Fig. 1: track usage over the die
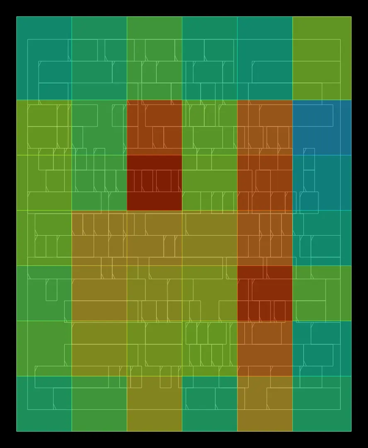
Fig. 2: the metal 3 layer
Bar = 10 um.
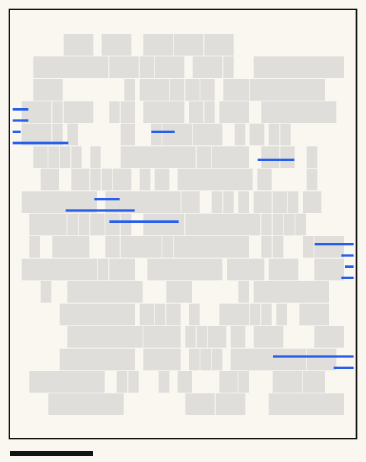
==> src/rtl/router_sync.sv <==
// Address latch, write steering and per-FIFO read-timeout soft reset
// between the router input FSM and its three output FIFOs.
module router_sync #(
    parameter int unsigned TIMEOUT = 30,
    parameter int unsigned CNT_W   = 5
) (
    input  logic       clock,
    input  logic       resetn,
    input  logic       detect_add,
    input  logic       write_enb_reg,
    input  logic [1:0] data_in,
    input  logic       read_enb_0,
    input  logic       read_enb_1,
    input  logic       read_enb_2,
    input  logic       empty_0,
    input  logic       empty_1,
    input  logic       empty_2,
    input  logic       full_0,
    input  logic       full_1,
    input  logic       full_2,
    output logic       vld_out_0,
    output logic       vld_out_1,
    output logic       vld_out_2,
    output logic [2:0] write_enb,
    output logic       fifo_full,
    output logic       soft_reset_0,
    output logic       soft_reset_1,
    output logic       soft_reset_2
);

    localparam int unsigned NPORT = 3;

    logic [1:0]                  addr_q, addr_d;
    logic [NPORT-1:0][CNT_W-1:0] cnt_q, cnt_d;
    logic [NPORT-1:0]            soft_reset_q, soft_reset_d;
    logic [NPORT-1:0]            vld, rd;

    assign vld = ~{empty_2, empty_1, empty_0};
    assign rd  = {read_enb_2, read_enb_1, read_enb_0};

    assign vld_out_0    = vld[0];
    assign vld_out_1    = vld[1];
    assign vld_out_2    = vld[2];
    assign soft_reset_0 = soft_reset_q[0];
    assign soft_reset_1 = soft_reset_q[1];
    assign soft_reset_2 = soft_reset_q[2];

    // Destination address capture
    always_comb begin
        addr_d = addr_q;
        if (detect_add) begin
            addr_d = data_in;
        end
    end

    // Write steering and full-flag return use the latched address only
    always_comb begin
        write_enb = 3'b000;
        fifo_full = 1'b0;
        case (addr_q)
            2'b00: begin
                write_enb = {2'b00, write_enb_reg};
                fifo_full = full_0;
            end
            2'b01: begin
                write_enb = {1'b0, write_enb_reg, 1'b0};
                fifo_full = full_1;
            end
            2'b10: begin
                write_enb = {write_enb_reg, 2'b00};
                fifo_full = full_2;
            end
            default: begin
                write_enb = 3'b000;
                fifo_full = 1'b0;
            end
        endcase
    end

    // Per-port unread-data timeout; wraps to zero as it fires so pulses repeat
    always_comb begin
        cnt_d        = cnt_q;
        soft_reset_d = '0;
        for (int i = 0; i < int'(NPORT); i++) begin
            if (!vld[i] || rd[i]) begin
                cnt_d[i] = '0;
            end else if (cnt_q[i] == CNT_W'(TIMEOUT - 1)) begin
                cnt_d[i]        = '0;
                soft_reset_d[i] = 1'b1;
            end else begin
                cnt_d[i] = cnt_q[i] + CNT_W'(1);
            end
        end
    end

    always_ff @(posedge clock or negedge resetn) begin
        if (!resetn) begin
            addr_q       <= 2'b00;
            cnt_q        <= '0;
            soft_reset_q <= '0;
        end else begin
            addr_q       <= addr_d;
            cnt_q        <= cnt_d;
            soft_reset_q <= soft_reset_d;
        end
    end

endmodule

==> config.mk <==
export PLATFORM = sky130hd
export DESIGN_NAME = router_sync
export DESIGN_NICKNAME = d
export VERILOG_FILES = /design/src/rtl/router_sync.sv
export SDC_FILE = /design/constraint.sdc
export NUM_CORES = 1
export LEC_CHECK = 0
export ABC_AREA = 1
export CORE_ASPECT_RATIO = 1.25
export CORE_UTILIZATION = 50
export CTS_BUF_LIST = sky130_fd_sc_hd__clkbuf_8 sky130_fd_sc_hd__clkbuf_16
export DETAILED_ROUTE_END_ITERATION = 10
export PLACE_DENSITY = 0.82
export SLEW_MARGIN = 15
export SYNTH_ARGS = -nofsm -noshare
export SYNTH_HDL_FRONTEND = slang
export SYNTH_SLANG_ARGS = --single-unit
==> constraint.sdc <==
create_clock -name clock -period 2.2 [get_ports clock]
set_clock_uncertainty 0.05 [all_clocks]
set_input_delay 0.44 -clock clock [delete_from_list [all_inputs] [get_ports clock]]
set_output_delay 0.44 -clock clock [all_outputs]
set_load 0.005 [all_outputs]
==> impl_metrics.yaml <==
# synthesis and place-and-route metrics
status:
  status: "completed"
power:
  p_leak_nw: 0.652
  comb-power_w: 0.0000846
  finalPower_w: 0.000834
logic_synthesis:
  yosys_area_um2: 992
  synth_area_um2: 992
  logic_family: "simple AND/OR/NAND/NOR gates"
  ys_sh_simple_pct: 28.9
  ys_cells: 115
  fa_ha_area_share_pct: 7.57
  synth_nets: 136
clock_tree:
  htreeDepth: 1
  clock_latency_ps: 260
  clkTransAtPathRegs_ps: 70
  cts-buffers-inserted: 3
worst_setup_path:
  r2r_start: "cnt_q[0]$_DFF_PN0_"
  cp_num_cells: 4
  cp_slowest_cell: "clkdlybuf4s50_1"
  path_buffers: 3
  r2r-end: "cnt_q[3]$_DFF_PN0_"
  cp_max_fo: 3
  required_ps: 1710
  cp-start-kind: "input pin"
  reg2reg_slack_ps: 1010
layout:
  nets: 166
  antenna_cells: 0
  largestClassByArea: "flip-flops and latches"
  inv_count: 21
  ff_count: 20
  final_util_pct: 73.8
  area.combinational_um2: 413
  fillers: 138
final_timing:
  period_used_pct: 98.4
  rsz0062_at_grt: "false"
  hold_viol: 0
  hold_slack_ps: 458
grt:
  grt_pass1_vias: 832
  grt_start_max_net_pins: 21
die:
  num_io_pins: 25
place:
  port-buffer-count: 24
  gp_congestion: 0.734
  post-place-ws_ps: 15.6
  placed_cells: 159
run:
  tool_warnings: 29
drt:
  drtIter0Drc: 6
## Picture notes: Fig. 1
total track usage: 20.7%
WL/cell: 11.8 um
gr busiest metal: met2
met2 Usage GRT: 40.6%
M1 GR Usage: 22.3%

## Picture notes: Fig. 2
The longest straight run is 9.50 um. The layer carries 54.8 um of wire. The layer holds 2.9% of the routed length. 13 nets have wire on it.
met3 usage: 3.47%
final WL: 1920 um
vias: 808

Power and IR drop assume default switching activity.
